**src/rtl/acc_reduce_pkg.sv**
```systemverilog
// Shared dataflow definitions for the R/D operator family: default width,
// accumulator sizing and the saturation ceiling.
package acc_reduce_pkg;

  localparam int unsigned N_DEFAULT = 16;

  typedef enum logic [0:0] {
    ST_EMPTY = 1'b0,
    ST_ACCUM = 1'b1
  } acc_state_e;

  // Width that holds WIN products of N bits without wrapping.
  function automatic int unsigned ACC_W(input int unsigned n, input int unsigned win);
    return n + unsigned'($clog2(win));
  endfunction

  function automatic logic [63:0] SAT_MAX(input int unsigned n);
    return (64'd1 << n) - 64'd1;
  endfunction

endpackage

```
**src/rtl/acc_reduce_if.sv**
```systemverilog
// Product stream in, reduced result stream out; master is the producer side.
interface acc_reduce_if
  import acc_reduce_pkg::*;
#(
  parameter int unsigned N = N_DEFAULT
);
  logic         R_IN;
  logic [N-1:0] D_IN;
  logic         FLUSH;
  logic         R_OUT;
  logic [N-1:0] D_OUT;
  logic         OVF;

  modport master (
    output R_IN, D_IN, FLUSH,
    input  R_OUT, D_OUT, OVF
  );

  modport slave (
    input  R_IN, D_IN, FLUSH,
    output R_OUT, D_OUT, OVF
  );
endinterface

```
**src/rtl/acc_sat.sv**
```systemverilog
// Clips a wide unsigned sum to N bits and flags whether clipping happened.
module acc_sat
  import acc_reduce_pkg::*;
#(
  parameter int unsigned N = N_DEFAULT,
  parameter int unsigned W = N + 1
) (
  input  logic [W-1:0] sum_i,
  output logic [N-1:0] sat_o,
  output logic         ovf_o
);

  // Any bit above N means the sum does not fit.
  always_comb begin
    ovf_o = |sum_i[W-1:N];
    if (ovf_o) begin
      sat_o = N'(SAT_MAX(N));
    end else begin
      sat_o = sum_i[N-1:0];
    end
  end

endmodule

```
**src/rtl/acc_reduce.sv**
```systemverilog
// Windowed accumulator: sums WIN valid products (or fewer on FLUSH) and emits
// the saturated total as a one-cycle R_OUT token.
module acc_reduce
  import acc_reduce_pkg::*;
#(
  parameter int unsigned N   = N_DEFAULT,
  parameter int unsigned WIN = 4
) (
  input logic         CLK,
  input logic         RST,
  input logic         EN,
  acc_reduce_if.slave bus
);

  localparam int unsigned      CNT_W    = $clog2(WIN);
  localparam int unsigned      SUM_W    = ACC_W(N, WIN);
  localparam logic [CNT_W-1:0] CNT_LAST = CNT_W'(WIN - 1);

  acc_state_e       state_q;
  logic [SUM_W-1:0] acc_q;
  logic [CNT_W-1:0] cnt_q;
  logic             r_out_q;
  logic [N-1:0]     d_out_q;
  logic             ovf_q;

  logic [SUM_W-1:0] sum_d;
  logic [N-1:0]     sat_d;
  logic             ovf_d;
  logic             emit_d;

  // Running total including this cycle's product, if one is present.
  always_comb begin
    if (bus.R_IN) begin
      sum_d = acc_q + SUM_W'(bus.D_IN);
    end else begin
      sum_d = acc_q;
    end
  end

  acc_sat #(
    .N (N),
    .W (SUM_W)
  ) u_sat (
    .sum_i (sum_d),
    .sat_o (sat_d),
    .ovf_o (ovf_d)
  );

  // A FLUSH with nothing held and no token this cycle has nothing to emit.
  assign emit_d = (bus.R_IN && (cnt_q == CNT_LAST)) ||
                  (bus.FLUSH && ((state_q == ST_ACCUM) || bus.R_IN));

  // Window FSM, counters and output registers.
  always_ff @(posedge CLK) begin
    if (RST) begin
      state_q <= ST_EMPTY;
      acc_q   <= '0;
      cnt_q   <= '0;
      r_out_q <= 1'b0;
      d_out_q <= '0;
      ovf_q   <= 1'b0;
    end else if (EN) begin
      if (emit_d) begin
        r_out_q <= 1'b1;
        d_out_q <= sat_d;
        ovf_q   <= ovf_d;
        acc_q   <= '0;
        cnt_q   <= '0;
        state_q <= ST_EMPTY;
      end else begin
        r_out_q <= 1'b0;
        if (bus.R_IN) begin
          acc_q   <= sum_d;
          cnt_q   <= cnt_q + CNT_W'(1);
          state_q <= ST_ACCUM;
        end
      end
    end
  end

  assign bus.R_OUT = r_out_q;
  assign bus.D_OUT = d_out_q;
  assign bus.OVF   = ovf_q;

endmodule

```
**src/flat_wrapper.sv**
```systemverilog
// flat-port wrapper written by rule: the top's interface ports become plain ports
module acc_reduce_flat import acc_reduce_pkg::*;
#(
  parameter int unsigned N   = N_DEFAULT,
  parameter int unsigned WIN = 4
)
  (CLK, RST, EN, bus_R_IN, bus_D_IN, bus_FLUSH, bus_R_OUT, bus_D_OUT, bus_OVF);
  acc_reduce_if #(.N(N)) bus_i ();
  input logic CLK;
  input logic RST;
  input logic EN;
  input wire logic [$bits(bus_i.R_IN)-1:0] bus_R_IN;
  input wire logic [$bits(bus_i.D_IN)-1:0] bus_D_IN;
  input wire logic [$bits(bus_i.FLUSH)-1:0] bus_FLUSH;
  output wire logic [$bits(bus_i.R_OUT)-1:0] bus_R_OUT;
  output wire logic [$bits(bus_i.D_OUT)-1:0] bus_D_OUT;
  output wire logic [$bits(bus_i.OVF)-1:0] bus_OVF;
  assign bus_i.R_IN = bus_R_IN;
  assign bus_i.D_IN = bus_D_IN;
  assign bus_i.FLUSH = bus_FLUSH;
  assign bus_R_OUT = bus_i.R_OUT;
  assign bus_D_OUT = bus_i.D_OUT;
  assign bus_OVF = bus_i.OVF;
  acc_reduce #(.N(N), .WIN(WIN)) u_core (.CLK(CLK), .RST(RST), .EN(EN), .bus(bus_i));
endmodule
```
**config.mk**
```make
export PLATFORM = sky130hd
export DESIGN_NAME = acc_reduce_flat
export DESIGN_NICKNAME = d
export VERILOG_FILES = /design/src/rtl/acc_reduce_pkg.sv /design/src/rtl/acc_reduce_if.sv /design/src/rtl/acc_sat.sv /design/src/rtl/acc_reduce.sv /design/src/flat_wrapper.sv
export SDC_FILE = /design/constraint.sdc
export NUM_CORES = 1
export LEC_CHECK = 0
export CORE_MARGIN = 5
export CORE_UTILIZATION = 49
export CTS_CLUSTER_SIZE = 10
export DETAILED_ROUTE_END_ITERATION = 10
export PLACE_DENSITY = 0.86
export SLEW_MARGIN = 30
export SYNTH_ARGS = -nofsm -noshare
export SYNTH_HDL_FRONTEND = slang
export SYNTH_SLANG_ARGS = --single-unit
```
**constraint.sdc**
```tcl
create_clock -name CLK -period 2.49 [get_ports CLK]
set_input_delay 0.498 -clock CLK [delete_from_list [all_inputs] [get_ports CLK]]
set_output_delay 0.498 -clock CLK [all_outputs]
set_load 0.01 [all_outputs]
```
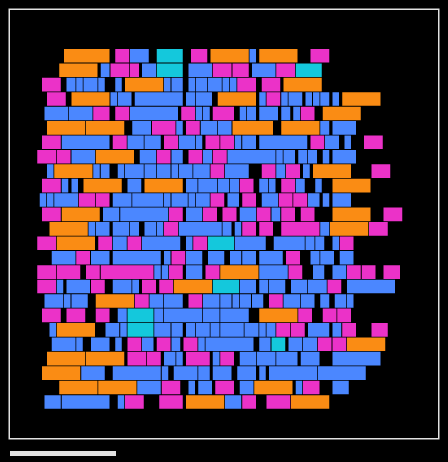
(run_1/placement_by_type.png)
Scale bar: 20 um.
color	class	cells	share of their area
magenta	remaining buffers and delay cells	110	26%
orange	sequential cells	39	21%
cyan	clock drivers and dummy loads	8	2.8%
blue	combinational and other logic	229	50%

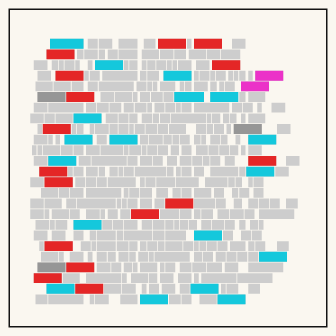
(run_1/flops_by_reg.png)
Other sequential cells in the stronger gray, the rest of the logic in the fainter gray.
color	signal	sequential cells
magenta	`u_core.cnt_q`	2
red	`u_core.bus.D_OUT`	16
cyan	`u_core.acc_q`	18

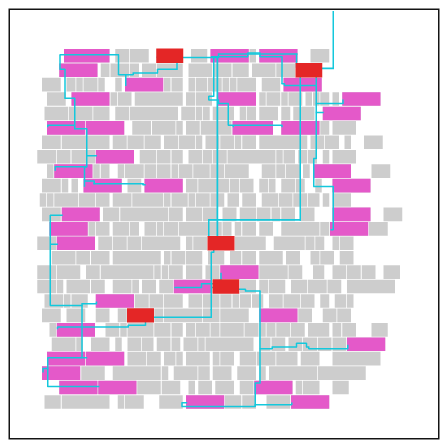
(run_1/clk_routes.png)
[magenta] flip-flops | count: 39
[cyan] clock wires | length: 516 um
[red] clock drivers | count: 5
flops lie	widely spread

==> out/summary.txt, run 1 <==
Pint - 1.13 mW
inverters - 6
Crit. End Element - flop
Met3 Wirelength - 770 um
Post-synth seq share - 0.319
initial antenna violation count - 0
clock share of power - 0.301
Mapped Area - 0.00245 sq mm
status - finished, violations left
Yosys reg bits - 39
R2R Setup Slk - 0.01 ns
Rel. slew slack - 0.665
M3 GR Usage - 0.0617
mi-comb count - 223
Layout fillers - 276
grt peak-use layer - met2
CTS buffer count - 5
comb area leader - AND-OR/OR-AND gates
Final setup violation count - 7
Leak - 1.58 nW
maximum capacitance violations - 0
Top power group - sequential cells
sequential power share - 0.413
Max-area cell class - logic gates
Final WS setup - -0.0145 ns
Hold Fails Final Rpt - 0
Die ar. - 0.00651 sq mm
Hold WC Path Type - flop to flop
drt wl/cell - 20.4 um
final hold slack - 0.505 ns
grt ovf - 0
share of cells above drive strength 1 - 0.352
Logic area - 0.00185 sq mm
DRC violations left - 0
largest register by flop count - u_core.acc_q
clock-pin slew of the registers on the worst-case setup and hold paths - 0.08 ns
TritonCTS Sinks - 39
Logic pwr share - 0.286
violated checks - setup timing
critical path type - input pin to flop
crit path max fanout - 8
[run 1: repair_timing]
action                     4_1_cts  5_1_grt
resized                         50       23
gates cloned                     1        0
setup buffers                    7        0
setup endpoints to repair       23       20
pin swaps                       28       19
hold endpoints to repair         0        0
[run 1: per-stage QoR]
stage                     cell area (sq um)  cells
after floorplan                        2460    284
after global placement                 3330    437
after detailed placement               3330    437
after CTS                              3700    453
after global routing                   3800    453
final                                  3800    453
[run 1: critical path, cell delays in order]
cell and delay [ns]:
dlygate4sd2_1 0.26, ha_4 0.24, a211oi_4 0.31, nor2_2 0.08, o21a_1 0.22, a211oi_4 0.32, nor3_1 0.09, and4bb_4 0.42
buf_12 0.16, a211oi_1 0.07
==> run_1/congestion.png <==
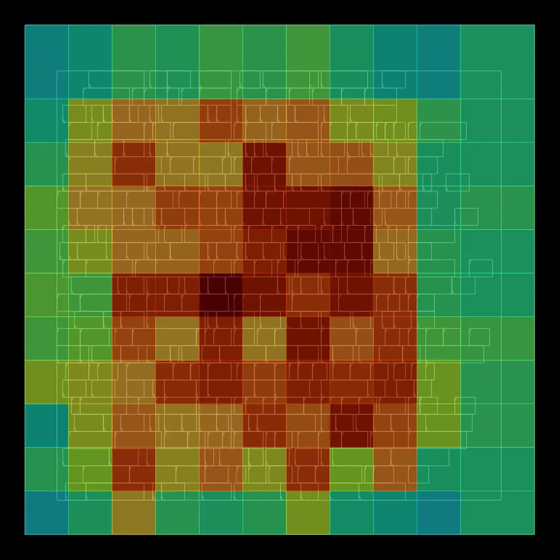

==> run 1 -> run 2 <==
- CELL_PAD_IN_SITES_DETAIL_PLACEMENT: unset -> 1
- CELL_PAD_IN_SITES_GLOBAL_PLACEMENT: unset -> 2
- CORE_UTILIZATION: 49 -> 29
- SYNTH_HIERARCHICAL: unset -> 1
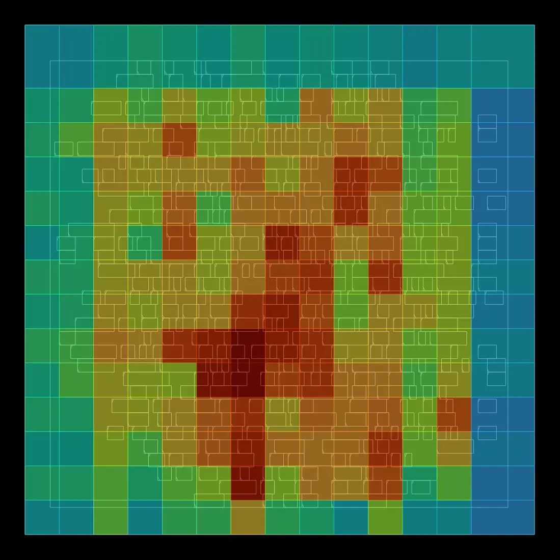
(run_2/congestion.png)
utilization after layout: 0.517
drt wl/cell: 19.2 um
grt peak-use layer: met2

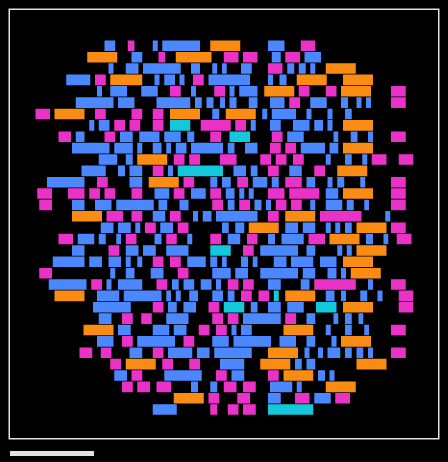
(run_2/placement_by_type.png)
Scale bar: 20 um.
color	class	cells	share of their area
cyan	clock drivers and dummy loads	8	3.2%
magenta	remaining buffers and delay cells	129	27%
blue	combinational and other logic	246	51%
orange	sequential cells	39	19%

==> run 2 against run 1 <==
Register-to-register slack worse by 0.20 ns. Cell area up 12%. Wire length up 9.2%. First-iteration DRC count down 76%. The flow still finishes with violations (setup timing). Final cell count up 16%. Area after synthesis up 1.1%. Critical path depth up 3. Core utilization down 28 points. Flip-flop count unchanged. Setup slack worse by 0.21 ns.
==> out/summary.txt, run 2 <==
comb area leader - AND-OR/OR-AND gates
CP bufs+invs - 3 (+1)
Logic pwr share - 0.287 (about the same)
violated checks - setup timing
Yosys reg bits - 39 (unchanged)
DRC violations left - 0 (unchanged)
Hold Fails Final Rpt - 0 (unchanged)
mi-comb count - 241 (+8.1%)
CP top delay family - simple AND/OR/NAND/NOR gates
clock-pin slew of the registers on the worst-case setup and hold paths - 0.08 ns (about the same)
non-filler instance count after layout - 527 (+16%)
final instance area - 0.00427 sq mm (+12%)
status - finished, violations left
Mapped Area - 0.00248 sq mm (+1.1%)
Top power group - sequential cells
Crit. End Element - flop
inverters - 5 (-1)
initial antenna violation count - 0 (unchanged)
Yosys chip area - 0.00248 sq mm
Pint - 1.33 mW (+18%)
maximum capacitance violations - 0 (unchanged)
Final WS setup - -0.220 ns (-0.205 ns)
slowest cell on the critical path - or3_4
crit path max fanout - 6 (-2)
CP peak stage delay - 0.37 ns (-0.05 ns)
CTS buffer count - 5 (unchanged)
Layout fillers - 971 (+250%)
Logic area - 0.00207 sq mm (+12%)
crit path cell chain - dlygate4sd2_1 -> ha_4 -> nand4_1 -> nor2_2 -> a211oi_2 -> o31ai_4 -> nand2_2 -> xnor2_4 -> buf_6 -> buf_12 -> or3_4 -> nand2_1 -> a21oi_1
Leak - 1.74 nW (+10%)
share of cells above drive strength 1 - 0.427 (+0.0742)
port bufs - 38
clock share of power - 0.355 (+0.054)
CTS resizes - 78 (+56%)
M3 GR Usage - 0.0198 (-0.0419)
placed inst area - 0.00347 sq mm (+4.1%)
final hold slack - 0.458 ns (-0.0476 ns)
Die ar. - 0.0105 sq mm (+61%)
placed insts - 492 (+13%)
R2R Setup Slk - -0.19 ns (-0.20 ns)
largest register by flop count - u_core/acc_q
TritonCTS Sinks - 39 (unchanged)
Post-synth seq share - 0.315 (-0.00338)
Post-CTS Setup Bufs - 12 (+5)
Hold WC Path Type - flop to flop
most common cell in the synthesized netlist - nand2_1
Final setup violation count - 16 (+9)
critical path type - input pin to flop
[run 2: path summary, 6_finish.rpt]
| path | from | endpoint | cells past startpoint |
|---|---|---|---|
| worst max register to register | u_core/acc_q[0]$_SDFFE_PP0P_ | u_core/bus.D_OUT[10]$_SDFFE_PP0P_ | 14 |
| worst max-delay path | bus_D_IN[15] | u_core/bus.D_OUT[1]$_SDFFE_PP0P_ | 13 |
| worst min-delay path | u_core/bus.D_OUT[4]$_SDFFE_PP0P_ | u_core/bus.D_OUT[4]$_SDFFE_PP0P_ | 2 |
| worst min register to register | u_core/bus.D_OUT[4]$_SDFFE_PP0P_ | u_core/bus.D_OUT[4]$_SDFFE_PP0P_ | 2 |
No activity file was given, so power comes from the tool's default toggle rates.
